File: config.mk
export PLATFORM = sky130hd
export DESIGN_NAME = imem_arbiter
export DESIGN_NICKNAME = d
export VERILOG_FILES = /design/src/rtl/imem_arbiter.sv
export SDC_FILE = /design/constraint.sdc
export NUM_CORES = 1
export LEC_CHECK = 0
export ABC_AREA = 1
export ABC_CLOCK_PERIOD_IN_PS = 1860
export CAP_MARGIN = 20
export CORE_MARGIN = 5
export CORE_UTILIZATION = 34
export DETAILED_ROUTE_END_ITERATION = 10
export HOLD_SLACK_MARGIN = 0.15
export PLACE_DENSITY = 0.82
export SYNTH_ARGS = -nofsm -noshare
export SYNTH_HDL_FRONTEND = slang
export SYNTH_SLANG_ARGS = --single-unit
export TNS_END_PERCENT = 50
File: constraint.sdc
create_clock -name clk -period 1.86 [get_ports clk]
set_input_delay 0.279 -clock clk [delete_from_list [all_inputs] [get_ports clk]]
set_output_delay 0.279 -clock clk [all_outputs]
set_load 0.01 [all_outputs]
File: src/rtl/imem_arbiter.sv
// imem_arbiter: shares one single-port instruction memory between fetch (IF) and a debug/loader port; responses 1 cycle after grant.
// Contests go to debug with an IF starvation guard (MAX_WAIT), or alternate when IMEM_ARB_ROUND_ROBIN_EN is defined.
module imem_arbiter #(
    parameter int MAX_WAIT = 4
) (
    input  logic        clk,
    input  logic        reset,
    input  logic        if_req,
    input  logic [31:0] if_addr,
    output logic        if_gnt,
    output logic        if_rvalid,
    output logic [31:0] if_rdata,
    output logic        if_err,
    input  logic        if_flush,
    input  logic        dbg_req,
    input  logic        dbg_we,
    input  logic [31:0] dbg_addr,
    input  logic [31:0] dbg_wdata,
    output logic        dbg_gnt,
    output logic        dbg_rvalid,
    output logic [31:0] dbg_rdata,
    input  logic        dbg_lock,
    output logic        lock_active,
    output logic [31:0] mem_addr,
    output logic        mem_read_en,
    output logic        mem_we,
    output logic [31:0] mem_wdata,
    input  logic [31:0] mem_rdata
);

    localparam logic [31:0] NOP = 32'h0000_0013;

    typedef enum logic [1:0] {IDLE, RESP_IF, RESP_DBG, LOCKED} state_t;

    state_t      r_state;
    state_t      w_state_nxt;
    logic        w_if_gnt;
    logic        w_dbg_gnt;
    logic        w_contest;
    logic        w_if_misal;
    logic        w_if_wins;
    logic        r_if_vld;
    logic        r_if_err;
    logic [31:0] r_if_rdata;
    logic        r_dbg_vld;
    logic [31:0] r_dbg_rdata;
    logic        w_unused_dbg_lsb;

    assign w_contest        = if_req & dbg_req & ~dbg_lock;
    assign w_if_misal       = |if_addr[1:0];
    assign w_unused_dbg_lsb = ^dbg_addr[1:0];

`ifdef IMEM_ARB_ROUND_ROBIN_EN
    logic r_last_dbg;

    // Reset value "IF won last" hands the first contest to debug.
    assign w_if_wins = r_last_dbg;

    always_ff @(posedge clk) begin
        if (reset) begin
            r_last_dbg <= 1'b0;
        end else if (w_if_gnt) begin
            r_last_dbg <= 1'b0;
        end else if (w_dbg_gnt) begin
            r_last_dbg <= 1'b1;
        end
    end
`else
    logic [3:0] r_wait;

    assign w_if_wins = (r_wait == 4'(MAX_WAIT));

    always_ff @(posedge clk) begin
        if (reset) begin
            r_wait <= 4'd0;
        end else if (!if_req || w_if_gnt) begin
            r_wait <= 4'd0;
        end else if (w_contest) begin
            r_wait <= r_wait + 4'd1;
        end
    end
`endif

    // Lock is taken from the live input so releasing it re-opens IF arbitration immediately.
    always_comb begin
        w_if_gnt  = 1'b0;
        w_dbg_gnt = 1'b0;
        if (!reset) begin
            if (dbg_lock) begin
                w_dbg_gnt = dbg_req;
            end else if (w_contest) begin
                w_if_gnt  = w_if_wins;
                w_dbg_gnt = ~w_if_wins;
            end else begin
                w_if_gnt  = if_req;
                w_dbg_gnt = dbg_req;
            end
        end
    end

    always_comb begin
        mem_addr    = 32'd0;
        mem_read_en = 1'b0;
        mem_we      = 1'b0;
        mem_wdata   = 32'd0;
        if (w_if_gnt) begin
            mem_addr    = if_addr;
            mem_read_en = ~w_if_misal;
        end else if (w_dbg_gnt) begin
            mem_addr    = {dbg_addr[31:2], 2'b00};
            mem_read_en = ~dbg_we;
            mem_we      = dbg_we;
            mem_wdata   = dbg_wdata;
        end
    end

    always_comb begin
        w_state_nxt = IDLE;
        if (dbg_lock) begin
            w_state_nxt = LOCKED;
        end else if (w_if_gnt) begin
            w_state_nxt = RESP_IF;
        end else if (w_dbg_gnt) begin
            w_state_nxt = RESP_DBG;
        end
    end

    always_ff @(posedge clk) begin
        if (reset) begin
            r_state <= IDLE;
        end else begin
            r_state <= w_state_nxt;
        end
    end

    // Response pipeline runs independently of the FSM so an IF response survives a lock edge.
    always_ff @(posedge clk) begin
        if (reset) begin
            r_if_vld    <= 1'b0;
            r_if_err    <= 1'b0;
            r_if_rdata  <= NOP;
            r_dbg_vld   <= 1'b0;
            r_dbg_rdata <= 32'd0;
        end else begin
            r_if_vld    <= w_if_gnt;
            r_if_err    <= w_if_gnt & w_if_misal;
            r_if_rdata  <= w_if_misal ? NOP : mem_rdata;
            r_dbg_vld   <= w_dbg_gnt;
            r_dbg_rdata <= dbg_we ? 32'd0 : mem_rdata;
        end
    end

    assign if_gnt      = w_if_gnt;
    assign dbg_gnt     = w_dbg_gnt;
    assign if_rvalid   = r_if_vld & ~if_flush & ~reset;
    assign if_err      = if_rvalid & r_if_err;
    assign if_rdata    = if_rvalid ? r_if_rdata : NOP;
    assign dbg_rvalid  = r_dbg_vld & ~reset;
    assign dbg_rdata   = dbg_rvalid ? r_dbg_rdata : 32'd0;
    assign lock_active = (r_state == LOCKED) & ~reset;

endmodule

==> metrics.json <==
{
  "outcome": {
    "outcome": "complete, but fails checks",
    "failed_checks": "negative setup slack"
  },
  "placement": {
    "estimated_wirelength_of_the_detail_placed_design_um": 10670
  },
  "global_route": {
    "largest_net_degree_at_the_start_of_global_routing": 33,
    "grt_most_used_layer": "met2"
  },
  "final_timing": {
    "fmaxAchievable_mhz": 485.0,
    "setup-tns-final_ns": -9.073,
    "timing.final.ws_setup_ns": -0.2019,
    "setup-violations-final": 66,
    "worstMarginPinSlew_ns": 0.3962,
    "final_hold_viols": 0,
    "finalCritPeriodShare": 1.109
  },
  "hold_path": {
    "timing.hold.worst.class": "in -> reg"
  },
  "detailed_routing": {
    "antenna_violating_nets_post_route": 0,
    "drt_wl_total_um": 14150,
    "met2RoutedLength_um": 7537,
    "highest_layer": "met4"
  },
  "floorplan": {
    "placement_rows": 36,
    "fp.coreArea_um2": 9864
  },
  "setup_path": {
    "critical_path.endpoint_type": "output port",
    "crit_path_start_kind": "primary input",
    "timing.critical_path.arrival_ns": 1.78
  },
  "finish": {
    "fin_nets": 981,
    "mi_logic_area_um2": 1609,
    "nFillCells": 797,
    "area.growth.synth_to_final_pct": 97.55
  },
  "clock_tree": {
    "cts.path.max_buffers": 2,
    "htree_levels": 3
  },
  "pwr": {
    "p_leak_uw": 0.003576,
    "worst_ir_drop_vdd_mv": 0.3362
  },
  "synthesis": {
    "synthesis.area_um2": 3473,
    "ys_ff": 73,
    "synth_chip_area_um2": 3473,
    "syn_nets": 679
  },
  "job": {
    "number_of_openroad_warnings": 31
  }
}
==> path summary, 6_finish.rpt <==
kind,startpoint,end,slack [ns],cells past startpoint
worst min-delay path,mem_rdata[29],r_dbg_rdata[29],0.48,3
worst max register to register,r_wait[1],r_state[1],0.37,9
worst max-delay path,dbg_req,mem_addr[17],-0.20,8
worst min register to register,r_wait[3],r_wait[3],0.56,3
==> flip-flops by register name (all words and copies together) (netlist names) <==
signal / count
r_if_vld: 1
r_state: 2
r_if_err: 1
r_dbg_rdata: 32
r_wait: 4
r_dbg_vld: 1
r_if_rdata: 32
==> cells by family after synthesis <==
kind of cell,synth area share
adder cells (fa/ha/maj),0.007203
XOR/XNOR,0.002522
buffers and inverters,0.2151
AND-OR/OR-AND,0.004321
flip-flops,0.4207
AND/OR/NAND/NOR,0.3501
==> stage by stage <==
stage / setup WS [ns] / instance area, µm² / cells / total power [µW]
6_report: -0.2019 / 6862 / 982 / 3533
5_1_grt: -0.2814 / 6862 / 982 / 3705
4_1_cts: -0.1975 / 6711 / 979 / 3543
3_5_place_dp: -0.6519 / 6391 / 945 / 2414
3_3_place_gp: -0.6126 / 6391 / 945 / 2400
2_1_floorplan: 0.2801 / 3473 / 542 / 1902
==> critical path, cell delays in order <==
cell                              delay [ns]
sky130_fd_sc_hd__clkdlybuf4s50_1        0.54
sky130_fd_sc_hd__nand3_2                0.11
sky130_fd_sc_hd__or2_4                  0.30
sky130_fd_sc_hd__buf_12                 0.17
sky130_fd_sc_hd__buf_16                 0.14
sky130_fd_sc_hd__nand3_2                0.06
sky130_fd_sc_hd__nand2_1                0.05
sky130_fd_sc_hd__buf_2                  0.13
==> area by class of cell <==
class / instances / area share
inverter: 146 / 0.08169
sequential: 73 / 0.2133
multi-input combinational: 303 / 0.2345
tap: 133 / 0.02425
clock inverter: 7 / 0.008753
timing repair buffer: 311 / 0.4194
clock buffer: 9 / 0.01805
==> synthesized netlist by cell type <==
master	number
sky130_fd_sc_hd__ha_1	2
sky130_fd_sc_hd__nand3_2	1
sky130_fd_sc_hd__nand2_1	81
sky130_fd_sc_hd__inv_4	1
sky130_fd_sc_hd__nand2_8	1
sky130_fd_sc_hd__nand3_1	34
sky130_fd_sc_hd__a21oi_1	1
sky130_fd_sc_hd__xor2_1	1
sky130_fd_sc_hd__or2_1	1
sky130_fd_sc_hd__nor2_1	157
sky130_fd_sc_hd__nor2_2	11
sky130_fd_sc_hd__buf_6	9
sky130_fd_sc_hd__buf_12	1
sky130_fd_sc_hd__buf_2	15
sky130_fd_sc_hd__or2_2	3
sky130_fd_sc_hd__o21ai_0	2
sky130_fd_sc_hd__nand4_1	1
sky130_fd_sc_hd__nor2_4	1
sky130_fd_sc_hd__inv_2	2
sky130_fd_sc_hd__dfxtp_1	73
sky130_fd_sc_hd__nand2_4	1
sky130_fd_sc_hd__inv_1	143
==> timing repair <==
action | CTS | global route
setup buffers | 9 | 2
pin swaps | 12 | 11
resized | 407 | 48
gates cloned | 9 | 1
setup endpoints to repair | 135 | 82
==> where the power goes <==
part           leakage (µW)  internal [µW]  switching (µW)  total [µW]
logic               0.00289            441             330         771
registers          0.000598           1610            14.2        1630
clock network     0.0000848            507             628        1130
total               0.00358           2560             972        3530
**Track usage over the die**

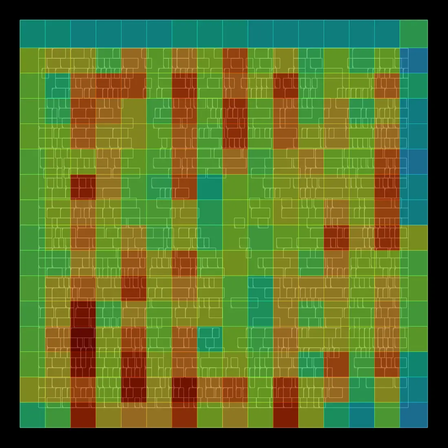
global router's overall resource usage: 0.2179
average wire length per cell after detail routing: 14.41 µm
met2 track demand over resource in global routing: 0.4312
routing usage on met1: 0.2146

**M3 wires**

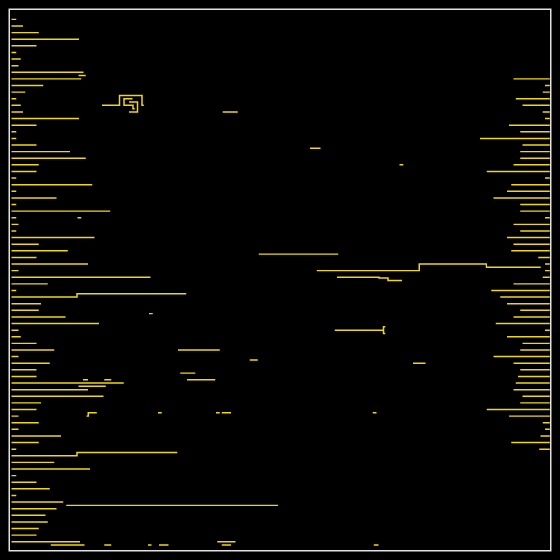
main direction = horizontal
share of all routed wire = 8.2%

**Logic cells by family**

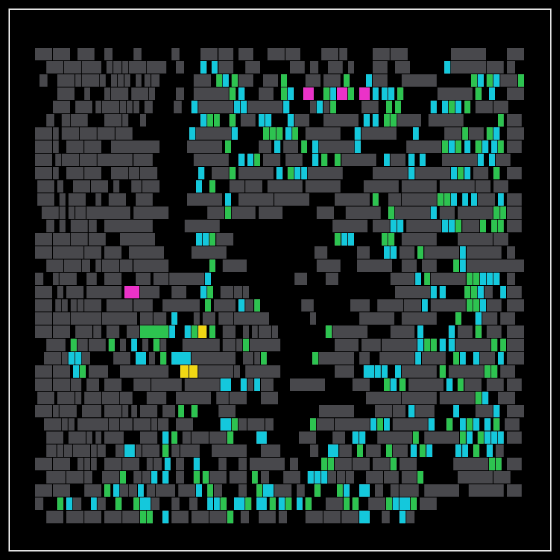
and/or cells -> magenta  # cells 4, most used or2_2
nor cells -> cyan  # cells 169, most used nor2_1
aoi and oai cells -> yellow  # cells 3, most used o21ai_0
inv cells -> green  # cells 146, most used inv_1
combinational share of cell area: 0.2345
Commonest Layout Cell: sky130_fd_sc_hd__nor2_1
post-layout instance count excluding filler cells: 982

**Where the registers sit**

The bar under the picture is 20 µm long. Other sequential cells in the stronger grey, the rest of the logic in the fainter grey.
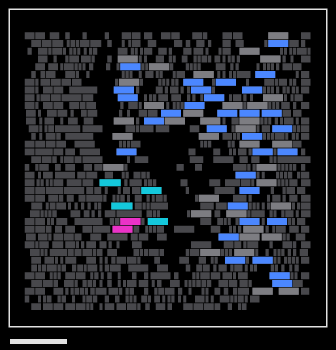
`r_if_rdata` -> blue  # flops 32
`r_state` -> magenta  # flops 2
`r_wait` -> cyan  # flops 4, where centre
Seq area share: 0.2133
sequential cell power: 1630 µW
final core utilization: 0.6956
area used by sequential logic in the layout: 1464 µm²

Power and IR drop assume default switching activity.
